**Sequential cells colored by netlist name**

Other sequential cells in the stronger gray, the rest of the logic in the fainter gray.
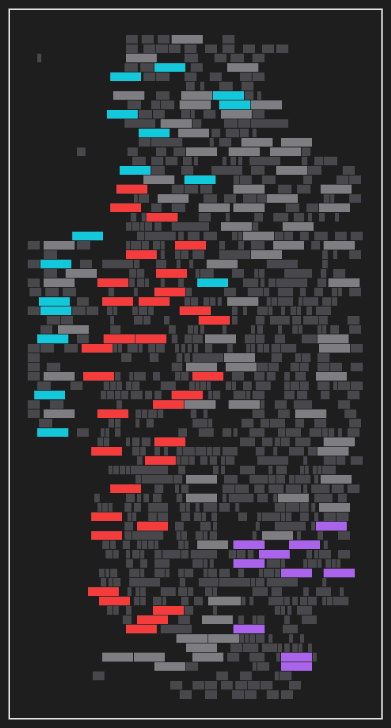
**Nets reached from selected ports**

Bar = 20 um.
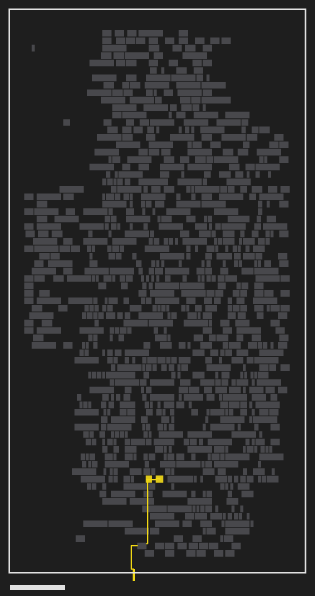
**Met1 routing**

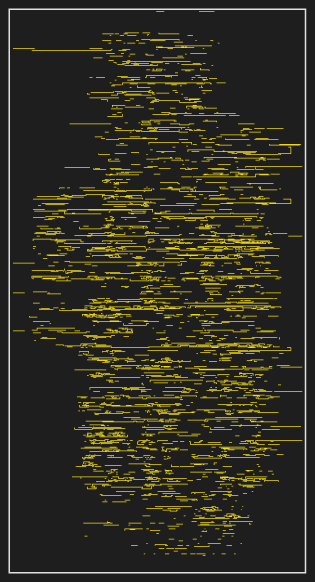
===== src/rtl/scurve_sweep_ctrl.sv =====
// -----------------------------------------------------------------------------
// scurve_sweep_ctrl
// Runs a full S-curve threshold scan around the pulse/trigger counter. For each
// DAC point it loads the code, waits for the threshold to settle, clears and
// arms the counter, waits for the counter's done flag and streams three words
// (DAC code, pulse count, trigger count) over a valid/ready handshake.
//
// Ports:
//   Clk, reset_n              system clock, asynchronous active-low reset
//   Sweep_Start / Sweep_Abort start pulse (IDLE only) / synchronous abort
//   DAC_Start/End/Step        scan settings, latched when a start is accepted
//   DAC_Code, DAC_Load        threshold code and its one-cycle load strobe
//   Cnt_Reset_n, Test_Start   counter clear (active low) and arm level
//   CPT_DONE/PULSE/TRIGGER    counter results (CPT_DONE is asynchronous to Clk)
//   Data_Out/Valid/Ready      readout word stream
//   Sweep_Busy, Sweep_Done    status: busy outside IDLE, done pulse at the end
// -----------------------------------------------------------------------------
module scurve_sweep_ctrl #(
   parameter int DAC_WIDTH     = 10,
   parameter int SETTLE_CYCLES = 1000,
   parameter int CLEAR_CYCLES  = 4
) (
   input  logic                 Clk,
   input  logic                 reset_n,
   input  logic                 Sweep_Start,
   input  logic                 Sweep_Abort,
   input  logic [DAC_WIDTH-1:0] DAC_Start,
   input  logic [DAC_WIDTH-1:0] DAC_End,
   input  logic [DAC_WIDTH-1:0] DAC_Step,
   output logic [DAC_WIDTH-1:0] DAC_Code,
   output logic                 DAC_Load,
   output logic                 Cnt_Reset_n,
   output logic                 Test_Start,
   input  logic                 CPT_DONE,
   input  logic [15:0]          CPT_PULSE,
   input  logic [15:0]          CPT_TRIGGER,
   output logic [15:0]          Data_Out,
   output logic                 Data_Valid,
   input  logic                 Data_Ready,
   output logic                 Sweep_Busy,
   output logic                 Sweep_Done
);

   typedef enum logic [3:0] {
      ST_IDLE    = 4'd0,
      ST_LOAD    = 4'd1,
      ST_SETTLE  = 4'd2,
      ST_CLEAR   = 4'd3,
      ST_ARM     = 4'd4,
      ST_CAPTURE = 4'd5,
      ST_SEND    = 4'd6,
      ST_NEXT    = 4'd7,
      ST_FINISH  = 4'd8
   } state_t;

   localparam logic [31:0] SETTLE_LAST = 32'(SETTLE_CYCLES - 1);
   localparam logic [31:0] CLEAR_LAST  = 32'(CLEAR_CYCLES - 1);

   state_t               state_r, state_s;
   logic [31:0]          cnt_r, cnt_s;
   logic [1:0]           word_idx_r, word_idx_s;
   logic [DAC_WIDTH-1:0] dac_end_r, dac_step_r;
   logic [DAC_WIDTH-1:0] dac_code_r, dac_code_s;
   logic [15:0]          pulse_r, trigger_r;
   logic [15:0]          data_out_r, data_out_s;
   logic [1:0]           sync_r;
   logic                 done_prev_r;
   logic                 dac_load_r, cnt_reset_n_r, test_start_r;
   logic                 data_valid_r, sweep_busy_r, sweep_done_r;
   logic                 latch_cfg_s, capture_s, done_rise_s;
   logic [DAC_WIDTH-1:0] step_eff_s;
   logic [DAC_WIDTH:0]   next_code_s;

   assign done_rise_s = sync_r[1] & ~done_prev_r;
   // A zero step would never advance the scan, so it behaves as a step of one.
   assign step_eff_s  = (dac_step_r == {DAC_WIDTH{1'b0}}) ?
                        {{(DAC_WIDTH-1){1'b0}}, 1'b1} : dac_step_r;
   // One bit wider so a carry out of the code range also ends the scan.
   assign next_code_s = {1'b0, dac_code_r} + {1'b0, step_eff_s};

   // Next-state and next-value logic for the scan sequencer.
   always_comb begin
      state_s     = state_r;
      cnt_s       = cnt_r;
      word_idx_s  = word_idx_r;
      dac_code_s  = dac_code_r;
      data_out_s  = data_out_r;
      latch_cfg_s = 1'b0;
      capture_s   = 1'b0;
      if (Sweep_Abort) begin
         state_s    = ST_IDLE;
         cnt_s      = 32'd0;
         word_idx_s = 2'd0;
      end else begin
         case (state_r)
            ST_IDLE: begin
               if (Sweep_Start) begin
                  latch_cfg_s = 1'b1;
                  cnt_s       = 32'd0;
                  if (DAC_Start > DAC_End) begin
                     state_s = ST_FINISH;
                  end else begin
                     dac_code_s = DAC_Start;
                     state_s    = ST_LOAD;
                  end
               end else begin
                  state_s = ST_IDLE;
               end
            end
            ST_LOAD: begin
               cnt_s   = 32'd0;
               state_s = ST_SETTLE;
            end
            ST_SETTLE: begin
               if (cnt_r == SETTLE_LAST) begin
                  cnt_s   = 32'd0;
                  state_s = ST_CLEAR;
               end else begin
                  cnt_s = cnt_r + 32'd1;
               end
            end
            ST_CLEAR: begin
               if (cnt_r == CLEAR_LAST) begin
                  cnt_s   = 32'd0;
                  state_s = ST_ARM;
               end else begin
                  cnt_s = cnt_r + 32'd1;
               end
            end
            ST_ARM: begin
               // A rise within the first two ARM cycles is a stale flag still
               // working its way through the synchroniser.
               if (done_rise_s && (cnt_r >= 32'd2)) begin
                  state_s = ST_CAPTURE;
               end else if (cnt_r < 32'd2) begin
                  cnt_s = cnt_r + 32'd1;
               end else begin
                  cnt_s = cnt_r;
               end
            end
            ST_CAPTURE: begin
               capture_s  = 1'b1;
               word_idx_s = 2'd0;
               data_out_s = 16'(dac_code_r);
               state_s    = ST_SEND;
            end
            ST_SEND: begin
               if (Data_Ready) begin
                  if (word_idx_r == 2'd2) begin
                     state_s = ST_NEXT;
                  end else begin
                     word_idx_s = word_idx_r + 2'd1;
                     data_out_s = (word_idx_r == 2'd0) ? pulse_r : trigger_r;
                  end
               end else begin
                  state_s = ST_SEND;
               end
            end
            ST_NEXT: begin
               if (next_code_s > {1'b0, dac_end_r}) begin
                  state_s = ST_FINISH;
               end else begin
                  dac_code_s = next_code_s[DAC_WIDTH-1:0];
                  state_s    = ST_LOAD;
               end
            end
            ST_FINISH: begin
               state_s = ST_IDLE;
            end
            default: begin
               state_s = ST_IDLE;
            end
         endcase
      end
   end

   // State, datapath and registered outputs; outputs follow the next state so
   // each one is aligned with the state it belongs to.
   always_ff @(posedge Clk or negedge reset_n) begin
      if (!reset_n) begin
         state_r       <= ST_IDLE;
         cnt_r         <= 32'd0;
         word_idx_r    <= 2'd0;
         dac_end_r     <= {DAC_WIDTH{1'b0}};
         dac_step_r    <= {DAC_WIDTH{1'b0}};
         dac_code_r    <= {DAC_WIDTH{1'b0}};
         pulse_r       <= 16'd0;
         trigger_r     <= 16'd0;
         data_out_r    <= 16'd0;
         dac_load_r    <= 1'b0;
         cnt_reset_n_r <= 1'b1;
         test_start_r  <= 1'b0;
         data_valid_r  <= 1'b0;
         sweep_busy_r  <= 1'b0;
         sweep_done_r  <= 1'b0;
      end else begin
         state_r       <= state_s;
         cnt_r         <= cnt_s;
         word_idx_r    <= word_idx_s;
         dac_code_r    <= dac_code_s;
         data_out_r    <= data_out_s;
         if (latch_cfg_s) begin
            dac_end_r  <= DAC_End;
            dac_step_r <= DAC_Step;
         end
         if (capture_s) begin
            pulse_r   <= CPT_PULSE;
            trigger_r <= CPT_TRIGGER;
         end
         dac_load_r    <= (state_s == ST_LOAD);
         cnt_reset_n_r <= (state_s != ST_CLEAR);
         test_start_r  <= (state_s == ST_ARM);
         data_valid_r  <= (state_s == ST_SEND);
         sweep_busy_r  <= (state_s != ST_IDLE);
         sweep_done_r  <= (state_s == ST_FINISH);
      end
   end

   // Two-flop synchroniser for the counter done flag plus its edge history.
   always_ff @(posedge Clk or negedge reset_n) begin
      if (!reset_n) begin
         sync_r      <= 2'b00;
         done_prev_r <= 1'b0;
      end else begin
         sync_r      <= {sync_r[0], CPT_DONE};
         done_prev_r <= sync_r[1];
      end
   end

   assign DAC_Code    = dac_code_r;
   assign DAC_Load    = dac_load_r;
   assign Cnt_Reset_n = cnt_reset_n_r;
   assign Test_Start  = test_start_r;
   assign Data_Out    = data_out_r;
   assign Data_Valid  = data_valid_r;
   assign Sweep_Busy  = sweep_busy_r;
   assign Sweep_Done  = sweep_done_r;

endmodule


===== config.mk =====
export PLATFORM = sky130hd
export DESIGN_NAME = scurve_sweep_ctrl
export DESIGN_NICKNAME = d
export VERILOG_FILES = /design/src/rtl/scurve_sweep_ctrl.sv
export SDC_FILE = /design/constraint.sdc
export NUM_CORES = 1
export LEC_CHECK = 0
export CAP_MARGIN = 20
export CORE_ASPECT_RATIO = 2
export CORE_MARGIN = 5
export CORE_UTILIZATION = 35
export DETAILED_ROUTE_END_ITERATION = 10
export PLACE_DENSITY = 0.6
export RECOVER_POWER = 25
export SETUP_SLACK_MARGIN = 0.2
export SLEW_MARGIN = 10
export SYNTH_ARGS = -nofsm -noshare
export SYNTH_HDL_FRONTEND = slang
export SYNTH_SLANG_ARGS = --single-unit

===== constraint.sdc =====
create_clock -name Clk -period 3.6 [get_ports Clk]
set_input_delay 0.72 -clock Clk [delete_from_list [all_inputs] [get_ports Clk]]
set_output_delay 0.72 -clock Clk [all_outputs]
set_load 0.02 [all_outputs]

==> Changelog: implementation <==
### Physical design

- Most frequent cell after synthesis: dfrtp_1
- Status: finished with violations
- Cell taking the most area after synthesis: dfrtp_1
- Non-clock buffer share: 0.153
- Routed wl met3: around 640 um
- Hold Crit Class: flip-flop to flip-flop
- Switching power share of the total: 0.341
- Vias in the first global route: approximately 5.8k
- Met1 Use GR: 0.174
- Top Layout Cells: dfrtp_1 (124), clkdlybuf4s50_1 (97), nand2_1 (68), o21ai_0 (63), nor2_1 (51)
- Crit path buffers/inverters: 1
- Failing checks: capacitance limit, slew limit, setup timing
- Synth Warn #: 0
- # Max-Cap Violations: 1
- I/O Buffers: 99
- Final setup margin: -192 ps
- # setup viols final: 14
- Slew Viols, Final: 38
- Crit path depth: 18
- Combinational gate power: 0.00220 W
- Max FO, Critical Path: 4
- Top-area cell share: 0.463
- Top routing layer in use: met4
- Gr busiest metal: met2
- Worst reg-to-reg path cell count: 18
- Gpl congestion: 0.904
- Cell count in the Yosys report: 678
- Reg-to-reg slack, setup: -190 ps
- Syn nets: 781
- Sequential share of cell area: 0.349
- YS chip area: 6700 um^2
- MI comb area: 3390 um^2
- NetSw: 0.00193 W
- Async set-or-reset flop fraction in the synthesized netlist: 1.00
- Leakage: 4.11 nW
- Crit path DAT: 4130 ps
- Combinational fraction of design power: 0.389
-- 'sequential cells colored by netlist name' (at the start) --
[dac_end_r] purple | sequential cells: 10 | where: lower right
[trigger_r] cyan | sequential cells: 16
[cnt_r] red | sequential cells: 32
not colored: 67

-- 'nets reached from selected ports' (at the start) --
[Sweep_Start] yellow | bits: 1 | direction: input | end cells: 2 | buffers: 1 | wire: 42.2 um

-- 'met1 routing' (at the start) --
wire length on this layer: 6630 um
longest straight run: 40.0 um
share of all routed wire: 35%
main direction: horizontal

No activity file was given, so power comes from the tool's default toggle rates.
